Routed clock nets over the placement:
The bar under the picture is 20 um long.
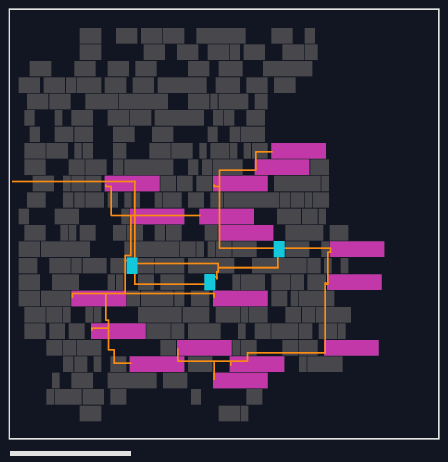
Routed metal per tile:
The die is cut into 14 by 14 equal tiles; dark blue is low, red is high, scaled to the fullest tile. Values are wire area over tile area, all layers added.
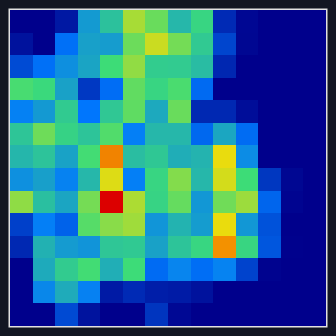
Placement by cell class:
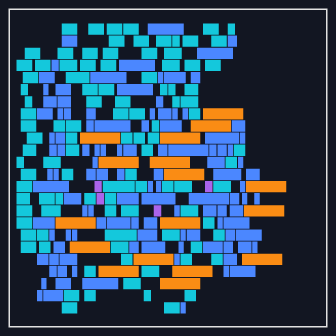
Sequential cells grouped by signal name:
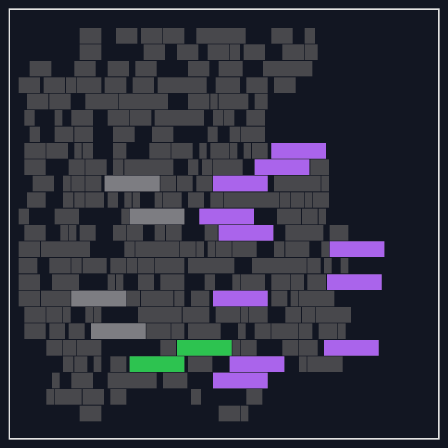
The clock network:
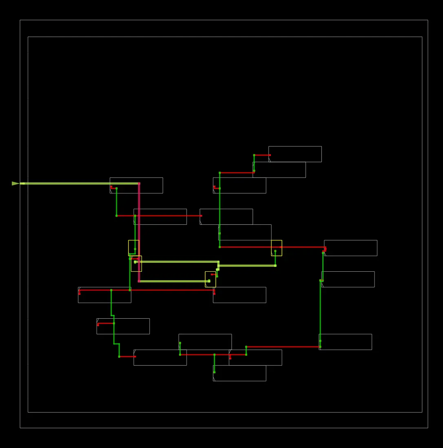
`src/rtl/uart_pkg.sv`:
```
// uart_pkg: shared FSM encoding, default header tag and header-byte builder for the UART transmit arbiter
package uart_pkg;
  typedef enum logic [1:0] {ARB, HDR, PAYLOAD} state_e;
  localparam logic [7:0] HDR_TAG_DEF = 8'hA0;
  function automatic logic [31:0] hdr_byte(input logic [31:0] tag, input logic [31:0] id, input int id_w);
    logic [31:0] mask;
    mask = (32'd1 << id_w) - 32'd1;
    return (tag & ~mask) | (id & mask);
  endfunction
endpackage

```
`src/rtl/uart_tx_arbiter_rr_arbiter.sv`:
```
// rr_arbiter: combinational round-robin priority encoder, first set req at or above ptr with wrap
module rr_arbiter #(
  parameter int N = 4,
  localparam int IW = $clog2(N)
) (
  input  logic [N-1:0]  req,
  input  logic [IW-1:0] ptr,
  output logic [IW-1:0] grant_idx,
  output logic          any_req
);
  logic [IW-1:0] j;
  always_comb begin
    grant_idx = '0;
    j = '0;
    for (int i = N - 1; i >= 0; i--) begin
      j = IW'((int'(ptr) + i) % N);
      if (req[j]) grant_idx = j;
    end
  end
  assign any_req = |req;
endmodule

```
`src/rtl/uart_tx_arbiter.sv`:
```
// uart_tx_arbiter: packet-granular round-robin sharing of one UART transmitter, with optional ID header and stall watchdog
module uart_tx_arbiter
  import uart_pkg::*;
#(
  parameter int N_REQ = 4,
  parameter int DATA_W = 8,
  parameter int HDR_EN = 1,
  parameter logic [DATA_W-1:0] HDR_TAG = DATA_W'(HDR_TAG_DEF),
  parameter int TIMEOUT = 1024,
  localparam int ID_W = $clog2(N_REQ)
) (
  input  logic                    clk,
  input  logic                    rst,
  input  logic [N_REQ*DATA_W-1:0] s_tdata,
  input  logic [N_REQ-1:0]        s_tvalid,
  input  logic [N_REQ-1:0]        s_tlast,
  output logic [N_REQ-1:0]        s_tready,
  output logic [DATA_W-1:0]       m_tdata,
  output logic                    m_tvalid,
  input  logic                    m_tready,
  output logic                    m_tlast,
  output logic [ID_W-1:0]         grant_id,
  output logic                    busy,
  output logic                    err_timeout
);
  localparam int CW = $clog2(TIMEOUT + 1) > 0 ? $clog2(TIMEOUT + 1) : 1;
  localparam logic [CW-1:0] TMAX = CW'(TIMEOUT > 0 ? TIMEOUT - 1 : 0);

  state_e state_q, state_d;
  logic [ID_W-1:0] grant_q, grant_d, ptr_q, ptr_d, arb_idx, next_ptr;
  logic [CW-1:0] cnt_q, cnt_d;
  logic [DATA_W-1:0] s_bytes [N_REQ];
  logic any_req, sel_valid, sel_last, xfer, timeout;

  for (genvar g = 0; g < N_REQ; g++) begin : g_split
    assign s_bytes[g] = s_tdata[g*DATA_W +: DATA_W];
  end

  rr_arbiter #(.N(N_REQ)) u_rr (
    .req(s_tvalid), .ptr(ptr_q), .grant_idx(arb_idx), .any_req(any_req)
  );

  assign sel_valid = s_tvalid[grant_q];
  assign sel_last  = s_tlast[grant_q];
  assign xfer      = state_q == PAYLOAD && sel_valid && m_tready;
  // Only requester-side idling counts; a valid byte held off by the transmitter is not a stall
  assign timeout   = TIMEOUT > 0 && state_q == PAYLOAD && !sel_valid && cnt_q == TMAX;
  assign next_ptr  = grant_q == ID_W'(N_REQ - 1) ? '0 : grant_q + 1'b1;
  assign cnt_d     = (state_q != PAYLOAD || xfer || timeout) ? '0 : cnt_q + CW'(!sel_valid);

  always_ff @(posedge clk or posedge rst) begin
    if (rst) begin
      state_q <= ARB;
      grant_q <= '0;
      ptr_q   <= '0;
      cnt_q   <= '0;
    end else begin
      state_q <= state_d;
      grant_q <= grant_d;
      ptr_q   <= ptr_d;
      cnt_q   <= cnt_d;
    end
  end

  always_comb begin
    state_d = state_q;
    grant_d = grant_q;
    ptr_d   = ptr_q;
    case (state_q)
      ARB: if (any_req) begin
        grant_d = arb_idx;
        state_d = HDR_EN != 0 ? HDR : PAYLOAD;
      end
      HDR: state_d = m_tready ? PAYLOAD : HDR;
      default: if ((xfer && sel_last) || timeout) begin
        state_d = ARB;
        ptr_d   = next_ptr;
      end
    endcase
  end

  always_comb begin
    m_tvalid    = state_q == HDR || (state_q == PAYLOAD && sel_valid);
    m_tdata     = state_q == HDR ? DATA_W'(hdr_byte(32'(HDR_TAG), 32'(grant_q), ID_W))
                : state_q == PAYLOAD ? s_bytes[grant_q] : '0;
    m_tlast     = state_q == PAYLOAD && sel_last;
    s_tready    = state_q == PAYLOAD ? N_REQ'(m_tready) << grant_q : '0;
    busy        = state_q != ARB;
    err_timeout = timeout;
    grant_id    = grant_q;
  end
endmodule
```
`config.mk`:
```
export PLATFORM = sky130hd
export DESIGN_NAME = uart_tx_arbiter
export DESIGN_NICKNAME = d
export VERILOG_FILES = /design/src/rtl/uart_pkg.sv /design/src/rtl/uart_tx_arbiter_rr_arbiter.sv /design/src/rtl/uart_tx_arbiter.sv
export SDC_FILE = /design/constraint.sdc
export NUM_CORES = 1
export LEC_CHECK = 0
export CAP_MARGIN = 10
export CELL_PAD_IN_SITES_DETAIL_PLACEMENT = 0
export CELL_PAD_IN_SITES_GLOBAL_PLACEMENT = 1
export CORE_UTILIZATION = 28
export CTS_BUF_LIST = sky130_fd_sc_hd__clkbuf_2
export DETAILED_ROUTE_END_ITERATION = 7
export PLACE_DENSITY = 0.89
export SYNTH_ARGS = -nofsm -noshare
export SYNTH_HDL_FRONTEND = slang
export SYNTH_HIERARCHICAL = 1
export SYNTH_SLANG_ARGS = --single-unit
```
`constraint.sdc`:
```
create_clock -name clk -period 2 [get_ports clk]
set_input_delay 0.4 -clock clk [delete_from_list [all_inputs] [get_ports clk]]
set_output_delay 0.4 -clock clk [all_outputs]
set_load 0.005 [all_outputs]
```
==> impl_metrics.env <==
# yosys + openroad results
export IMPL_cp_depth=6
export IMPL_r2r_setup_slack_ps=-120
export IMPL_core_area_um2=4474
export IMPL_cts_repair_resized=75
export IMPL_layout_top_cell="clkdlybuf4s50_1"
export IMPL_dr_pass1_iters=4
export IMPL_area_leaders="dfrtp_1 32%, mux4_1 9.9%, nor2_1 6.2%"
export IMPL_crit_path_end_kind="output pin"
export IMPL_area_growth_pct=81.94
export IMPL_synth_largest_area_cell="dfrtp_1"
export IMPL_synthSimpleGateAreaFrac_pct=23.80
export IMPL_ys_chip_area_um2=1330
export IMPL_hold_violations=0
export IMPL_p_int_mw=1.496
export IMPL_finalSetupViolations=17
export IMPL_hold_ws_ps=361.0
export IMPL_slowest_stage="dfrtp_1"
export IMPL_status="finished with violations"
export IMPL_largest_reg_flops=11
export IMPL_setup_ws_ps=-161.9
export IMPL_met3_usage_pct=3.989
export IMPL_combPwrFrac_pct=72.8
export IMPL_ff_type="dfrtp_1"
export IMPL_postCtsSetupBuffers=12
export IMPL_met1_usage_pct=19.30
export IMPL_ir_drop_mv=0.5405
export IMPL_crit_family="multiplexers"
export IMPL_violations="negative setup slack"
Notes on 'routed clock nets over the placement' above:
flip-flops -> magenta  # count 17
clock-net drivers -> cyan  # count 3
clock wires -> orange  # length 255 um
routed clock nets = 4
clk latency late pin: 310 ps
clock share of power: 7.0%
Max Clock Skew: 8.105 ps
P_clk: 0.164 mW

Notes on 'routed metal per tile' above:
emptiest ninth of the die = upper right
tiles over half the peak = 18%
fullest tile = 0.45
nearly empty tiles = 30%
mean over tiles = 0.12
Vias: 1363
total global-route track usage: 16.27%
post-DR wirelength/cell: 13.57 um
routed wire length: 3.908 mm

Notes on 'placement by cell class' above:
remaining logic cells -> blue  # cells 113, share of their area 41%
sequential cells -> orange  # cells 17, share of their area 18%
clock drivers and dummy loads -> purple  # cells 4, share of their area 0.85%
remaining buffers and delay cells -> cyan  # cells 102, share of their area 40%

Notes on 'sequential cells grouped by signal name' above:
ptr_q -> green  # placed flops 2
cnt_q -> purple  # placed flops 11
P_seq: 0.477 mW
Register Area: 425.4 um2
Seq/total area: 17.58%

Notes on 'the clock network' above:
Clock buffer cells: 3
clock buffer count from CTS: 3
Flops: 17
Sink Count: 17

No activity file was given, so power comes from the tool's default toggle rates.
